**src/rtl/stream_mux_1ofn.sv**
```systemverilog
// N:1 registered stream mux with packet locking, fixed-select or round-robin arbitration.
// Latency: one cycle from input acceptance to out_*.
// Backpressure: in_ready is gated by a free or draining output register (!out_valid || out_ready).
module stream_mux_1ofn #(
    parameter  int NUM_PORTS_WIDTH = 2,
    parameter  int DATA_WIDTH      = 32,
    parameter  int RR_MODE         = 1,
    localparam int NUM_PORTS       = 2 ** NUM_PORTS_WIDTH
) (
    input  logic                            clk,
    input  logic                            rst,
    input  logic [NUM_PORTS_WIDTH-1:0]      select,
    input  logic [NUM_PORTS-1:0]            in_valid,
    output logic [NUM_PORTS-1:0]            in_ready,
    input  logic [NUM_PORTS*DATA_WIDTH-1:0] in_data,
    input  logic [NUM_PORTS-1:0]            in_last,
    output logic                            out_valid,
    input  logic                            out_ready,
    output logic [DATA_WIDTH-1:0]           out_data,
    output logic                            out_last,
    output logic [NUM_PORTS_WIDTH-1:0]      out_port
);

    typedef enum logic {IDLE, LOCK} state_t;

    state_t                     state_q, state_d;
    logic [NUM_PORTS_WIDTH-1:0] grant_q, grant_d;
    logic [NUM_PORTS_WIDTH-1:0] rr_ptr_q, rr_ptr_d;
    logic [NUM_PORTS_WIDTH-1:0] cand, idx, src;
    logic                       cand_vld;
    logic                       load_ok;
    logic                       xfer;
    logic [DATA_WIDTH-1:0]      port_data [NUM_PORTS];

    for (genvar g = 0; g < NUM_PORTS; g++) begin : g_split
        assign port_data[g] = in_data[g*DATA_WIDTH +: DATA_WIDTH];
    end

    assign load_ok = !out_valid || out_ready;

    // Round-robin search starts one past the last granted port, wrapping naturally.
    always_comb begin
        cand     = '0;
        cand_vld = 1'b0;
        idx      = '0;
        if (RR_MODE == 0) begin
            cand     = select;
            cand_vld = in_valid[select];
        end else begin
            for (int k = 1; k <= NUM_PORTS; k++) begin
                idx = rr_ptr_q + NUM_PORTS_WIDTH'(k);
                if (!cand_vld && in_valid[idx]) begin
                    cand     = idx;
                    cand_vld = 1'b1;
                end
            end
        end
    end

    always_comb begin
        state_d  = state_q;
        grant_d  = grant_q;
        rr_ptr_d = rr_ptr_q;
        in_ready = '0;
        xfer     = 1'b0;
        src      = cand;
        if (!rst) begin
            case (state_q)
                IDLE: begin
                    if (cand_vld && load_ok) begin
                        in_ready[cand] = 1'b1;
                        xfer           = 1'b1;
                        rr_ptr_d       = cand;
                        if (!in_last[cand]) begin
                            state_d = LOCK;
                            grant_d = cand;
                        end
                    end
                end
                LOCK: begin
                    src = grant_q;
                    // A stalled owner keeps the lock; no other port may slip in.
                    in_ready[grant_q] = load_ok;
                    if (load_ok && in_valid[grant_q]) begin
                        xfer = 1'b1;
                        if (in_last[grant_q]) begin
                            state_d = IDLE;
                        end
                    end
                end
                default: state_d = IDLE;
            endcase
        end
    end

    always_ff @(posedge clk) begin
        if (rst) begin
            state_q   <= IDLE;
            grant_q   <= '0;
            rr_ptr_q  <= NUM_PORTS_WIDTH'(NUM_PORTS - 1);
            out_valid <= 1'b0;
            out_data  <= '0;
            out_last  <= 1'b0;
            out_port  <= '0;
        end else begin
            state_q  <= state_d;
            grant_q  <= grant_d;
            rr_ptr_q <= rr_ptr_d;
            if (xfer) begin
                out_valid <= 1'b1;
                out_data  <= port_data[src];
                out_last  <= in_last[src];
                out_port  <= src;
            end else if (out_ready) begin
                out_valid <= 1'b0;
            end
        end
    end

endmodule

```
**config.mk**
```make
export PLATFORM = sky130hd
export DESIGN_NAME = stream_mux_1ofn
export DESIGN_NICKNAME = d
export VERILOG_FILES = /design/src/rtl/stream_mux_1ofn.sv
export SDC_FILE = /design/constraint.sdc
export NUM_CORES = 1
export LEC_CHECK = 0
export ABC_AREA = 1
export CORE_UTILIZATION = 38
export DETAILED_ROUTE_END_ITERATION = 6
export PLACE_DENSITY_LB_ADDON = 0.05
export SLEW_MARGIN = 10
export SYNTH_ARGS = -nofsm -noshare
export SYNTH_HDL_FRONTEND = slang
export SYNTH_SLANG_ARGS = --single-unit
```
**constraint.sdc**
```tcl
create_clock -name clk -period 2 [get_ports clk]
set_input_delay 0.2 -clock clk [delete_from_list [all_inputs] [get_ports clk]]
set_output_delay 0.2 -clock clk [all_outputs]
set_load 0.05 [all_outputs]
```
==> flow_summary.ini <==
; generated from flow reports
[sta]
finalSetupViolations = 37
slew_headroom_pct = 52.78
fmax_ghz = 0.4323
layout_setup_ws_ns = -0.3132
rsz0062_at_grt = yes
finalCriticalPeriod_ns = 2.313
drv_slew = 0

[logic_synthesis]
top_cell = nand2_1
synth_cells = 651
flop_cell = dfxtp_1
yosysWarnings = 0
ys.flops = 41
syn_avg_cell_area_um2 = 5.747
top_cells_by_count = nand2_1 (148), inv_1 (118), nand3_1 (114), nor2_1 (84), nand3b_1 (67)
yosys.cell_types.count = 23

[routing]
routedWlPerCell_um = 15.89
via_count = 5041
viasPerCell = 5.061
ant_nets = 0

[power_and_ir_drop]
internal_power_mw = 7.651
pg_clk_mw = 0.548
powerDensity_mw_per_mm2 = 2153
p_comb_mw = 14.2
power.leakage_nw = 3.591
power.group.top = combinational cells
pwr-share-clk_pct = 3.4
power_frac_seq_pct = 9.2
power_sequential_mw = 1.49
netSwitchingPower_mw = 8.559

[status]
failed_checks = negative setup slack
status = finished, violations left

[layout]
final-comb-area_mm2 = 0.003246
stdcell_area_mm2 = 0.007531
nFillCells = 679
lay_top_count = clkdlybuf4s50_1
antenna_cells = 0
comb.multi_input.count = 450
final_cell_mix = clkdlybuf4s50_1 (172), inv_1 (108), nor2_1 (81)
flop_area_um2 = 828.3

[critical_path]
slowest_stage = dfxtp_4
regToRegSetupSlack_ns = -0.26
worstPathMaxFanout = 5
critPathCaptureType = output pin
crit_top_cell = nand2_4

[min_path]
whs_endpoint = state_q

[clock_tree]
clock_path_buffers = 2
clock_latency_ns = 0.29
cts_tree = done

[floorplan]
coreArea_mm2 = 0.009371

[job]
warning_count = 31
max_cap_violations = 0

[grt]
grt_pass1_vias = 4465
-- worst max-delay path by stage --
stage                           start           end  depth (start not counted)
after floorplan           rr_ptr_q[0]   in_ready[3]                         12
after global placement    in_valid[0]  out_data[21]                         16
after detailed placement  in_valid[0]   out_data[0]                         15
after CTS                 rr_ptr_q[0]   in_ready[3]                         11
after global routing      rr_ptr_q[0]   in_ready[2]                         12
final                     rr_ptr_q[0]   in_ready[3]                         13
-- registers in the layout, indices dropped and copies added, names as in the netlist --
name / flops
grant_q: 2
out_data: 32
out_last: 1
out_port: 2
out_valid: 1
rr_ptr_q: 2
state_q: 1
-- metrics by stage --
stage | util (%) | std cells | setup WS, ns | hold slack, ns | power (mW)
after floorplan | - | 651 | -0.2293 | 0.4063 | 7.643
after global placement | 62.91 | 955 | -0.2106 | 0.5113 | 10.20
after detailed placement | 62.91 | 955 | -0.2805 | 0.5125 | 10.36
after CTS | 67.74 | 979 | -0.2517 | 0.3112 | 12.08
after global routing | 80.36 | 996 | -0.4304 | 0.4028 | 17.12
final | 80.36 | 996 | -0.3132 | 0.3805 | 16.21
-- routing by layer --
| metal | vias up | wire length (um) |
|---|---|---|
| li1 | 2462 | - |
| met1 | 2367 | 6164 |
| met2 | 184 | 8387 |
| met3 | 28 | 978 |
| met4 | 0 | 294 |
| met5 | - | 0 |
-- cells by family (layout without fill, tap and decap cells) --
| group | Yosys count | in the layout | share of synthesized area [%] |
|---|---|---|---|
| buf+inv | 161 | 376 | 19.40 |
| flops | 41 | 41 | 21.94 |
| compound gates | 19 | 19 | 3.378 |
| simple gates | 430 | 431 | 55.28 |
-- repair_timing --
action	4_1_cts	5_1_grt
gates resized	59	218
setup buffers	13	10
endpoints found under the setup margin	40	43
pin swaps	16	94
hold buffers	0	0
gates cloned	3	14
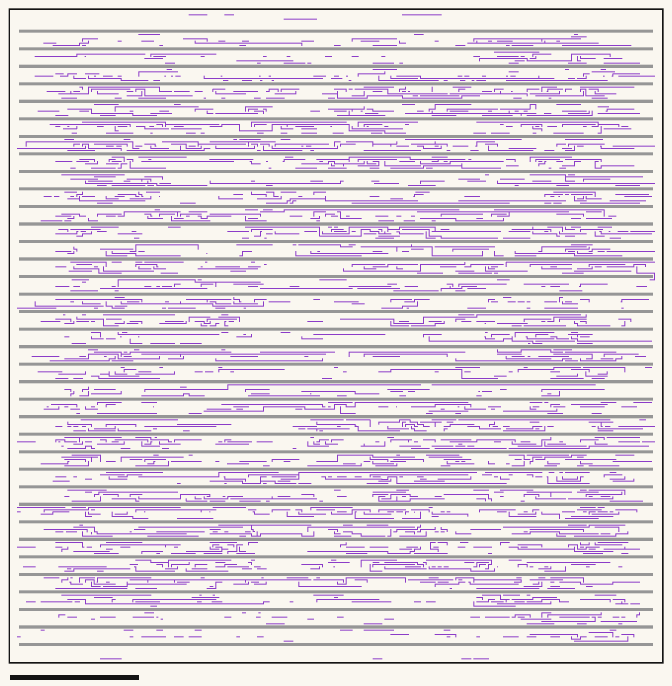
(images/m1.png)
Scale bar: 20 um. Supply wires on this layer in grey.
nets with wire on the layer: 883
share of all routed wire: 39%
main direction: horizontal
longest straight run: 29.9 um

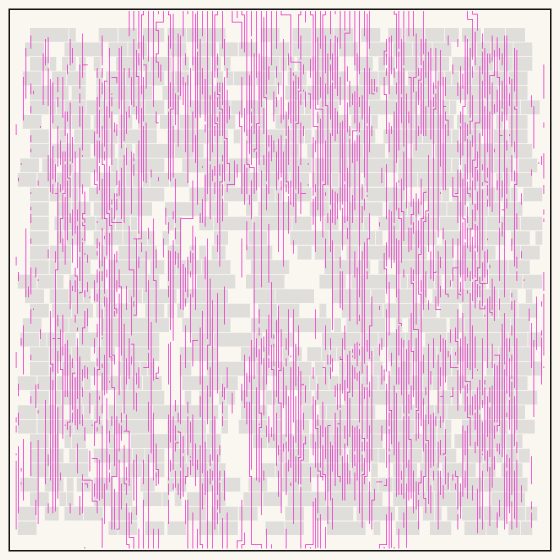
(images/m2.png)
Cells faint in the background.
main direction: vertical
wire length on this layer: 8390 um
longest straight run: 49.0 um

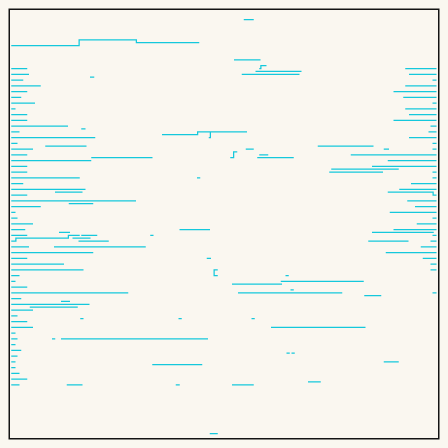
(images/m3.png)
share of all routed wire: 6.2%
longest straight run: 34.5 um

No activity file was given, so power comes from the tool's default toggle rates.
